==> src/rtl/button_debounce.sv <==
// ============================================================================
//  Module   : button_debounce
//  Purpose  : N-channel pushbutton conditioner: 2-FF sync, debounce, and
//             press / release / auto-repeat event pulses.
//  Revision : 1.0 - initial release
// ============================================================================
`default_nettype none

module button_debounce #(
  parameter int N               = 4,
  parameter int ACTIVE_LOW      = 1,
  parameter int DEBOUNCE_CYCLES = 20000,
  parameter int HOLD_CYCLES     = 16000000,
  parameter int REPEAT_CYCLES   = 4000000
) (
  input  logic         clk,
  input  logic         rst_n,
  input  logic [N-1:0] pin,
  output logic [N-1:0] pressed,
  output logic [N-1:0] press_pulse,
  output logic [N-1:0] release_pulse,
  output logic [N-1:0] repeat_pulse,
  output logic         any_event
);

  localparam logic c_ACT    = (ACTIVE_LOW != 0);
  localparam int   c_DW     = $clog2(DEBOUNCE_CYCLES);
  localparam int   c_HMAX   = (HOLD_CYCLES > REPEAT_CYCLES) ? HOLD_CYCLES : REPEAT_CYCLES;
  localparam int   c_HW     = $clog2(c_HMAX + 1);
  localparam logic c_REP_EN = (REPEAT_CYCLES > 0);

  localparam logic [c_DW-1:0] c_DLAST = c_DW'(DEBOUNCE_CYCLES - 1);
  localparam logic [c_HW-1:0] c_HLAST = c_HW'(HOLD_CYCLES - 1);
  localparam logic [c_HW-1:0] c_RLAST = c_HW'((REPEAT_CYCLES > 0) ? REPEAT_CYCLES - 1 : 0);

  typedef enum logic [1:0] {
    S_IDLE   = 2'd0,
    S_HOLD   = 2'd1,
    S_REPEAT = 2'd2
  } state_t;

  for (genvar i = 0; i < N; i++) begin : g_ch
    logic            r_s1, r_s2;
    logic            r_pressed;
    logic            r_press_p, r_rel_p, r_rep_p;
    logic            r_spent;
    logic [c_DW-1:0] r_dcnt;
    logic [c_HW-1:0] r_hcnt;
    state_t          r_state;
    logic            w_level;
    logic            w_accept;

    assign w_level  = r_s2 ^ c_ACT;
    assign w_accept = (w_level != r_pressed) && (r_dcnt == c_DLAST);

    always_ff @(posedge clk or negedge rst_n) begin
      if (!rst_n) begin
        r_s1      <= c_ACT;
        r_s2      <= c_ACT;
        r_pressed <= 1'b0;
        r_press_p <= 1'b0;
        r_rel_p   <= 1'b0;
        r_rep_p   <= 1'b0;
        r_spent   <= 1'b0;
        r_dcnt    <= '0;
        r_hcnt    <= '0;
        r_state   <= S_IDLE;
      end else begin
        r_s1      <= pin[i];
        r_s2      <= r_s1;
        r_press_p <= 1'b0;
        r_rel_p   <= 1'b0;
        r_rep_p   <= 1'b0;

        if (w_level == r_pressed) begin
          r_dcnt <= '0;
        end else if (w_accept) begin
          r_dcnt    <= '0;
          r_pressed <= w_level;
          r_press_p <= w_level;
          r_rel_p   <= ~w_level;
        end else begin
          r_dcnt <= r_dcnt + c_DW'(1);
        end

        // An accepted release overrides any repeat due on the same edge.
        if (w_accept && !w_level) begin
          r_state <= S_IDLE;
          r_hcnt  <= '0;
          r_spent <= 1'b0;
        end else begin
          case (r_state)
            S_IDLE: begin
              if (w_accept) begin
                r_state <= S_HOLD;
                r_hcnt  <= '0;
                r_spent <= 1'b0;
              end
            end
            S_HOLD: begin
              // r_spent freezes the hold counter once the single repeat fired.
              if (!r_spent) begin
                if (r_hcnt == c_HLAST) begin
                  r_rep_p <= 1'b1;
                  r_hcnt  <= '0;
                  if (c_REP_EN) r_state <= S_REPEAT;
                  else          r_spent <= 1'b1;
                end else begin
                  r_hcnt <= r_hcnt + c_HW'(1);
                end
              end
            end
            S_REPEAT: begin
              if (r_hcnt == c_RLAST) begin
                r_rep_p <= 1'b1;
                r_hcnt  <= '0;
              end else begin
                r_hcnt <= r_hcnt + c_HW'(1);
              end
            end
            default: begin
              r_state <= S_IDLE;
              r_hcnt  <= '0;
            end
          endcase
        end
      end
    end

    assign pressed[i]       = r_pressed;
    assign press_pulse[i]   = r_press_p;
    assign release_pulse[i] = r_rel_p;
    assign repeat_pulse[i]  = r_rep_p;
  end

  assign any_event = |{press_pulse, release_pulse, repeat_pulse};

endmodule

`default_nettype wire

==> config.mk <==
export PLATFORM = sky130hd
export DESIGN_NAME = button_debounce
export DESIGN_NICKNAME = d
export VERILOG_FILES = /design/src/rtl/button_debounce.sv
export SDC_FILE = /design/constraint.sdc
export NUM_CORES = 1
export LEC_CHECK = 0
export CORE_ASPECT_RATIO = 1.4
export CORE_MARGIN = 5
export CORE_UTILIZATION = 57
export CTS_CLUSTER_SIZE = 24
export DETAILED_ROUTE_END_ITERATION = 7
export PLACE_DENSITY = 0.86
export REMOVE_ABC_BUFFERS = 1
export SYNTH_ARGS = -nofsm -noshare
export SYNTH_HDL_FRONTEND = slang
export SYNTH_SLANG_ARGS = --single-unit
==> constraint.sdc <==
create_clock -name clk -period 2.43 [get_ports clk]
set_input_delay 0.486 -clock clk [delete_from_list [all_inputs] [get_ports clk]]
set_output_delay 0.486 -clock clk [all_outputs]
set_load 0.005 [all_outputs]
### Supply network, run 1

Scale: 2 px per micron. Pins as bars on the die edge.
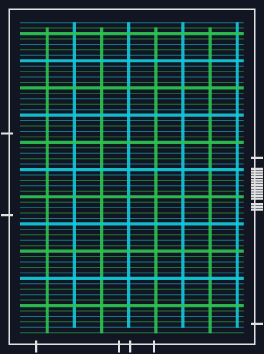
Key: VSS = green; VDD = cyan
23 signal pins sit on the boundary. 8 straps on met4. 11 straps on met5. The core has 57 rows. 58 met1 rails follow the rows.

### Cell classes on the final placement, run 1

Scale: 1.5 px per micron. Fill, decap, tap and diode cells in gray.
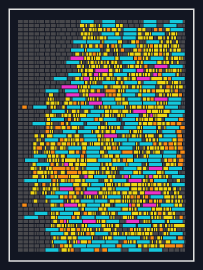
Key: sequential cells = cyan [cells 188]; remaining logic cells = yellow [cells 834]; remaining buffers and delay cells = orange [cells 118]; clock drivers and dummy loads = magenta [cells 32]

### Clock network drawn from the DEF, run 1

Scale: 3 px per micron.
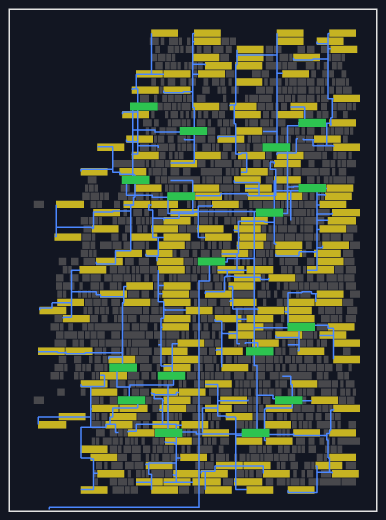
Key: flip-flops = yellow [count 188]; clock-net drivers = green [count 17]; clock wires = blue [length 2100 microns]
There are 18 routed clock nets. Position of the flops: spread over the die.

==> datasheet_impl.txt, run 1 <==
Table: implementation figures

Parameter                              Value

Logic synthesis
  Commonest register cell after synthesis    sky130_fd_sc_hd__dfrtp_1
  Async set-or-reset flop fraction in the synthesized netlist    100%
  Most instantiated cells after synthesis    180 x sky130_fd_sc_hd__dfrtp_1, 139 x sky130_fd_sc_hd__nor2_1, 115 x sky130_fd_sc_hd__nand3_1
  Number of synthesized flops with an enable pin    0
  Dominant combinational cell family by area after synthesis    simple AND/OR/NAND/NOR gates
  Cell type with the highest aggregate area in the netlist    sky130_fd_sc_hd__dfrtp_1
  Dominant cell by count in the synthesized netlist    sky130_fd_sc_hd__dfrtp_1
  Area fraction in mux cells    0.612%
  Cell count listed in synth_stat.txt    1073
  Xor/xnor share    5.42%
  Chip area line of the yosys report    10000 sq um
  Top-area cell type share of the netlist area    45.0%
  AND/OR/NAND/NOR Cells, Area Fraction    27.5%
  Share of synthesized cell area in and-or and or-and compound cells    12.5%
  Number of instances in the synthesized netlist    1073
  Portion of the post-synthesis area used by sequential elements    47.1%
  Main area contributors    sky130_fd_sc_hd__dfrtp_1 45%, sky130_fd_sc_hd__nand3_1 5.7%, sky130_fd_sc_hd__nor2_1 5.2%, sky130_fd_sc_hd__nand2_1 4.2%, sky130_fd_sc_hd__ha_1 3.1%
  Post-synthesis instance area    10000 sq um

Power
  Static leakage    5.08 nW
  Maximum resistive drop on vdd    0.000475 V
  Combinational logic power    0.000138 W
  Clock network fraction of design power    46.4%
  Power density over the cells    522 nW/um^2
  Leading power group    registers
  Switching Power    0.00133 W
  Overall power    0.00619 W

Floorplanning
  Die height    167 microns
  Placement row count    57
  Area of the core region    17300 sq um
  Tap cells    236
  Number of top-level pins    23
  Overall die width    122 microns

Clocking
  Clock edge transition at the registers on the reported setup and hold paths    0.07 ns
  Count of hold buffers inserted by post-cts repair    1
  Total clock buffers created by CTS    17
  Clock latency on the worst-skew pair    0.43 ns
  Buffers inserted during post-CTS setup optimization    6
  Clock tree from TritonCTS    built
  H-tree depth    4
  Clock Path Buffers    2
  CTS Root Buffer Type    sky130_fd_sc_hd__clkbuf_16

Run status
  Violations in the final reports    setup timing
  Result of the run    finished, violations left

STA
  Worst Tran Pin Value    0.577 ns
  Min Hold Slack    0.359 ns
  Number of hold violations in the final report    0
  Shortest clock period the worst path allows after layout    2.63 ns
  Relative slew slack    61.4%
  Setup violations, final    25
  Pins over their slew limit    0
  F_max    0.381 GHz
  Ratio of final minimum period to clock period    108%
  Final WS setup    -0.196 ns

Place
  Placed Cells    1362
  Final HPWL from detailed placement    15400 microns
  Count of buffers inserted at the top-level ports    22
  Worst slack, placed    -0.212 ns
  Final weighted congestion in routability-driven placement    0.876

Worst setup path
  Buffer-and-inverter tally for the worst setup path    1
  Crit path max-delay family    simple AND/OR/NAND/NOR gates
  Crit path capture    g_ch[2].r_hcnt[18]$_DFFE_PN0P_
  Critical path's most frequent cell    sky130_fd_sc_hd__or4_4
  Critical path, cell by cell    or4_4, or4_4, o21a_1, a211oi_2, buf_12, or3b_1, nand3_1
  WP depth    7
  Slowest cell delay on critical path    0.56 ns
  Critical Path AT    2.99 ns
  CP endpoint kind    flop
  End of the worst register-to-register path    g_ch[2].r_hcnt[18]$_DFFE_PN0P_
  Setup Crit Path Kind    flop to flop
  CP Max Fanout    12

Global route
  Total global routing overflow    0
  Largest net degree at the start of global routing    57
  Global routing met2 resource utilization    41.8%
  Global router's overall resource usage    23.6%
  Initial antenna violation count    0
  Global-route track usage on met3    4.31%
  Grt met1 use    28.1%

Cells and area
  Dominant logic cell type in the layout    sky130_fd_sc_hd__dfrtp_1
  Area of combinational cells with multiple inputs    5080 sq um
  Post-route cell area    11900 sq um
  Combinational share of cell area    42.9%
  Share of final layout cell area taken by non-clock buffers    8.76%
  Commonest cells after routing, fill and taps aside    180 x sky130_fd_sc_hd__dfrtp_1, 138 x sky130_fd_sc_hd__nor2_1, 114 x sky130_fd_sc_hd__nand3_1, 112 x sky130_fd_sc_hd__nand2_1, 86 x sky130_fd_sc_hd__buf_4
  Largest registers    g_ch.r_hcnt (96), g_ch.r_dcnt (60), g_ch.r_state (8)
  Utilization after layout    68.4%
  Clock network share of area    5.14%
  Flop area    4710 sq um
  Area-dominant class    combinational gates
  Non-clock buffer count    118
  Count of placed standard cells in the final layout, fillers left out    1408
  Multi-input combinational cell count    803
  Sequential cells    188
  Area growth syn-to-layout    18.4%

Hold path
  Type of the most critical hold path    flop to flop
  Worst hold path stage count    0
  Origin of the worst min-delay path    g_ch[3].r_s1$_DFF_PN1_

Routing
  Number of design-rule violations left by the first detailed-router iteration    708
  Final wirelength    23500 microns
  Routed vias/inst    6.10
  Detailed-route via count    8591
  Met2 wire length    12500 microns
  Remaining routing DRC violations    0

Run
  Number of warnings in the stage logs    40
  Count of maximum capacitance violations    0
==> run 1 -> run 2 <==
Settings changed: CORE_UTILIZATION 57 to 42, CTS_BUF_LIST set to sky130_fd_sc_hd__clkbuf_4 sky130_fd_sc_hd__clkbuf_8, PLACE_DENSITY 0.86 to 0.69.
==> datasheet_impl.txt, run 2 <==
Table: implementation figures

Parameter                              Value

STA
  Number of hold violations in the final report    0 (unchanged)
  F_max    0.388 GHz (was 0.381 GHz)
  RSZ-0062 raised after global routing    true (unchanged)
  Setup violations, final    22 (was 25)
  Min Hold Slack    0.359 ns (about the same)
  Ratio of final minimum period to clock period    106% (was 108%)
  Clock Skews    0.0145 ns (was 0.00920 ns)
  Final total negative setup slack    -1.93 ns (was -2.85 ns)
  Relative slew slack    50.9% (was 61.4%)
  Pins over their slew limit    0 (unchanged)
  Final WS setup    -0.146 ns (was -0.196 ns)
  Shortest clock period the worst path allows after layout    2.58 ns (was 2.63 ns)
  Worst Tran Pin Value    0.732 ns (was 0.577 ns)

Clocking
  Clock edge transition at the registers on the reported setup and hold paths    0.09 ns (was 0.07 ns)
  H-tree depth    4 (unchanged)
  Clock latency on the worst-skew pair    0.47 ns (was 0.43 ns)
  Total clock buffers created by CTS    17 (unchanged)
  Clock tree from TritonCTS    built (unchanged)
  Number of gates resized after CTS    18 (was 19)
  Number of clock sinks seen by CTS    188 (unchanged)
  Clock Path Buffers    2 (unchanged)
  CTS Root Buffer Type    sky130_fd_sc_hd__clkbuf_8 (was sky130_fd_sc_hd__clkbuf_16)
  Buffers inserted during post-CTS setup optimization    7 (was 6)
  Count of hold buffers inserted by post-cts repair    1 (unchanged)

Worst setup path
  FF-to-FF setup slack    -0.15 ns (was -0.20 ns)
  CP Max Fanout    5 (was 12)
  Critical Path AT    2.93 ns (was 2.99 ns)
  Worst R2R Start    g_ch[2].r_hcnt[15]$_DFFE_PN0P_ (was g_ch[2].r_dcnt[6]$_DFF_PN0_)
  Crit path max-delay family    simple AND/OR/NAND/NOR gates (unchanged)
  Slowest cell delay on critical path    0.57 ns (was 0.56 ns)
  Critical path, cell by cell    or4_4, or4_4, o31ai_4, buf_6, a211oi_4, buf_6, a221o_1 (was or4_4, or4_4, o21a_1, a211oi_2, buf_12, or3b_1, nand3_1)
  WP depth    7 (unchanged)
  Buffer-and-inverter tally for the worst setup path    2 (was 1)
  Setup Crit Path Kind    flop to flop (unchanged)
  Required @ worst endpoint    2.79 ns (was 2.80 ns)
  CP endpoint kind    flop (unchanged)
  End of the worst register-to-register path    g_ch[2].r_hcnt[16]$_DFFE_PN0P_ (was g_ch[2].r_hcnt[18]$_DFFE_PN0P_)
  Crit path capture    g_ch[2].r_hcnt[16]$_DFFE_PN0P_ (was g_ch[2].r_hcnt[18]$_DFFE_PN0P_)
  Startpoint type of the worst setup path    flop (unchanged)
  Critical Path Start    g_ch[2].r_hcnt[15]$_DFFE_PN0P_ (was g_ch[2].r_dcnt[6]$_DFF_PN0_)

Cells and area
  Commonest cells after routing, fill and taps aside    180 x sky130_fd_sc_hd__dfrtp_1, 138 x sky130_fd_sc_hd__nor2_1, 113 x sky130_fd_sc_hd__nand3_1, 112 x sky130_fd_sc_hd__nand2_1, 85 x sky130_fd_sc_hd__buf_4 (was 180 x sky130_fd_sc_hd__dfrtp_1, 138 x sky130_fd_sc_hd__nor2_1, 114 x sky130_fd_sc_hd__nand3_1, 112 x sky130_fd_sc_hd__nand2_1, 86 x sky130_fd_sc_hd__buf_4)
  Clock network share of area    3.11% (was 5.14%)
  Area growth syn-to-layout    16.5% (was 18.4%)
  Largest registers    g_ch.r_hcnt (96), g_ch.r_dcnt (60), g_ch.r_state (8) (unchanged)
  Fraction of final layout cells sized beyond drive strength 1    15.1% (was 14.8%)
  Count of inverters not on the clock network in the layout    31 (unchanged)
  Post-route cell area    11700 sq um (was 11900 sq um)
  Dominant logic cell type in the layout    sky130_fd_sc_hd__dfrtp_1 (unchanged)
  Area of combinational cells with multiple inputs    5030 sq um (was 5080 sq um)
  Post-layout nets    1194 (was 1190)
  Count of clock-net buffers in the final layout    18 (was 19)
  Share of final layout cell area taken by non-clock buffers    9.00% (was 8.76%)
  Non-clock buffer count    122 (was 118)
  Multi-input combinational cell count    803 (unchanged)
  Utilization after layout    49.9% (was 68.4%)
  Flop area    4710 sq um (unchanged)
  Combinational share of cell area    43.2% (was 42.9%)
  Number of flip-flops in the largest register    96 (unchanged)
  Reg with most FFs    g_ch.r_hcnt (unchanged)
  Count of antenna diodes in the layout    0 (unchanged)
  Area-dominant class    combinational gates (unchanged)
  Count of placed standard cells in the final layout, fillers left out    1482 (was 1408)

Logic synthesis
  Main area contributors    sky130_fd_sc_hd__dfrtp_1 45%, sky130_fd_sc_hd__nand3_1 5.7%, sky130_fd_sc_hd__nor2_1 5.2%, sky130_fd_sc_hd__nand2_1 4.2%, sky130_fd_sc_hd__ha_1 3.1% (unchanged)
  Number of instances in the synthesized netlist    1073 (unchanged)
  Dominant cell by count in the synthesized netlist    sky130_fd_sc_hd__dfrtp_1 (unchanged)
  Async set-or-reset flop fraction in the synthesized netlist    100% (unchanged)
  Number of synthesized flops with an enable pin    0 (unchanged)
  Post-synthesis instance area    10000 sq um (unchanged)
  YS warnings    0 (unchanged)
  AND/OR/NAND/NOR Cells, Area Fraction    27.5% (unchanged)
  Commonest register cell after synthesis    sky130_fd_sc_hd__dfrtp_1 (unchanged)
  Chip area line of the yosys report    10000 sq um (unchanged)
  Portion of the post-synthesis area used by sequential elements    47.1% (unchanged)
  Xor/xnor share    5.42% (unchanged)
  Total of flip-flops plus latches after synthesis    188 (unchanged)
  Cell count listed in synth_stat.txt    1073 (unchanged)
  Share of synthesized cell area in and-or and or-and compound cells    12.5% (unchanged)
  Top-area cell type share of the netlist area    45.0% (unchanged)
  Most instantiated cells after synthesis    180 x sky130_fd_sc_hd__dfrtp_1, 139 x sky130_fd_sc_hd__nor2_1, 115 x sky130_fd_sc_hd__nand3_1 (unchanged)
  Area fraction in mux cells    0.612% (unchanged)
  Adder-cell area share of the yosys netlist    3.12% (unchanged)
  Number of distinct standard cells referenced by the synthesized netlist    62 (unchanged)
  Dominant combinational cell family by area after synthesis    simple AND/OR/NAND/NOR gates (unchanged)
  Cell type with the highest aggregate area in the netlist    sky130_fd_sc_hd__dfrtp_1 (unchanged)
  Avg Cell Area, Syn    9.33 sq um (unchanged)

Place
  Final weighted congestion in routability-driven placement    0.860 (was 0.876)
  Placed Cells    1434 (was 1362)
  Final HPWL from detailed placement    15600 microns (was 15400 microns)
  Count of buffers inserted at the top-level ports    22 (unchanged)
  Worst slack, placed    -0.167 ns (was -0.212 ns)
  Cell area reported after detailed placement    11000 sq um (about the same)

Power
  Leading power group    registers (unchanged)
  Maximum resistive drop on vdd    0.000269 V (was 0.000475 V)
  Static leakage    4.97 nW (was 5.08 nW)
  Overall power    0.00527 W (was 0.00619 W)
  P_seq    0.00318 W (about the same)
  Switching Power    0.00125 W (was 0.00133 W)
  Clock network fraction of design power    37.1% (was 46.4%)
  Clock network power    0.00195 W (was 0.00287 W)
  Switching share of total power    23.7% (was 21.5%)
  Int Pwr    0.00402 W (was 0.00485 W)
  Combinational logic power    0.000142 W (was 0.000138 W)
  Power density over the cells    452 nW/um^2 (was 522 nW/um^2)
  Relative contribution of combinational cells to total power    2.7% (was 2.2%)

Global route
  Largest net degree at the start of global routing    64 (was 57)
  Global routing met2 resource utilization    30.6% (was 41.8%)
  Grt met1 use    20.3% (was 28.1%)
  Global router's overall resource usage    17.0% (was 23.6%)
  Wire length of the first global-routing pass    38400 microns (was 39700 microns)
  Busiest layer in global routing    met2 (unchanged)
  Total global routing overflow    0 (unchanged)
  Initial antenna violation count    1 (was 0)
  Number of global-route vias before repair    8218 (was 8504)
  Global-route track usage on met3    3.17% (was 4.31%)

Routing
  Number of search-and-repair iterations in the first detailed-routing pass    4 (was 8)
  Top layer in use    met5 (was met4)
  Met3 wire length    643 microns (was 1030 microns)
  Detailed-route via count    8246 (was 8591)
  Routed vias/inst    5.56 (was 6.10)
  Final wirelength    22100 microns (was 23500 microns)
  Remaining routing DRC violations    0 (unchanged)
  Met1 wire length    9610 microns (was 9310 microns)
  Post-detailed-route count of antenna-violating nets    0 (unchanged)
  Number of design-rule violations left by the first detailed-router iteration    513 (was 708)
  Met2 wire length    11400 microns (was 12500 microns)

Hold path
  Type of the most critical hold path    flop to flop (unchanged)
  Worst hold path stage count    0 (unchanged)
  End point of the worst hold path    g_ch[0].r_s2$_DFF_PN1_ (was g_ch[3].r_s2$_DFF_PN1_)
  Origin of the worst min-delay path    g_ch[0].r_s1$_DFF_PN1_ (was g_ch[3].r_s1$_DFF_PN1_)

Run
  Number of warnings in the stage logs    40 (unchanged)
  Count of maximum capacitance violations    0 (unchanged)

Floorplanning
  Core utilization before placement    42.8% (was 57.8%)
  Die height    193 microns (was 167 microns)
  Number of top-level pins    23 (unchanged)
  Overall die width    140 microns (was 122 microns)
  Total Die Area    27100 sq um (was 20400 sq um)
  Area of the core region    23400 sq um (was 17300 sq um)

Run status
  Violations in the final reports    setup timing (unchanged)
  Result of the run    finished, violations left (unchanged)
### Cell classes on the final placement, run 2

Scale: 1.5 px per micron. Fill, decap, tap and diode cells in gray.
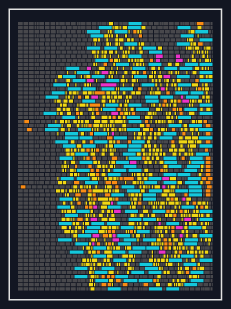
Key: remaining logic cells = yellow [cells 834]; sequential cells = cyan [cells 188]; remaining buffers and delay cells = orange [cells 122]; clock drivers and dummy loads = magenta [cells 32]

### Cell outlines without signal wires, run 2

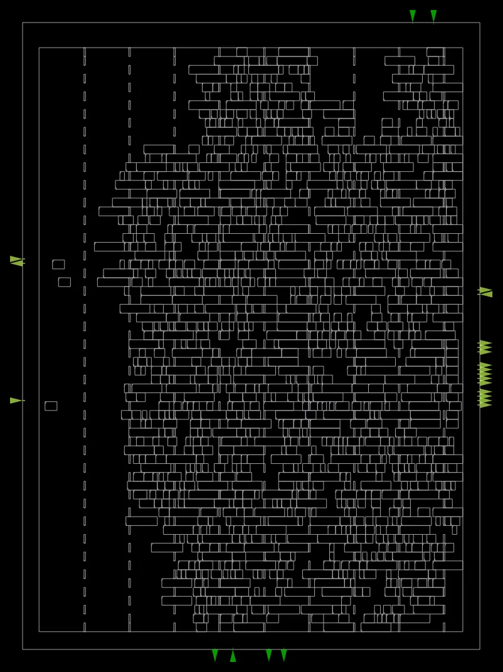
placement row count: 66
number of fill cells: 2171
sequential cells: 188
tap cells: 306
flip-flop and latch share of the layout cell area: 40.4%

No activity file was given, so power comes from the tool's default toggle rates.
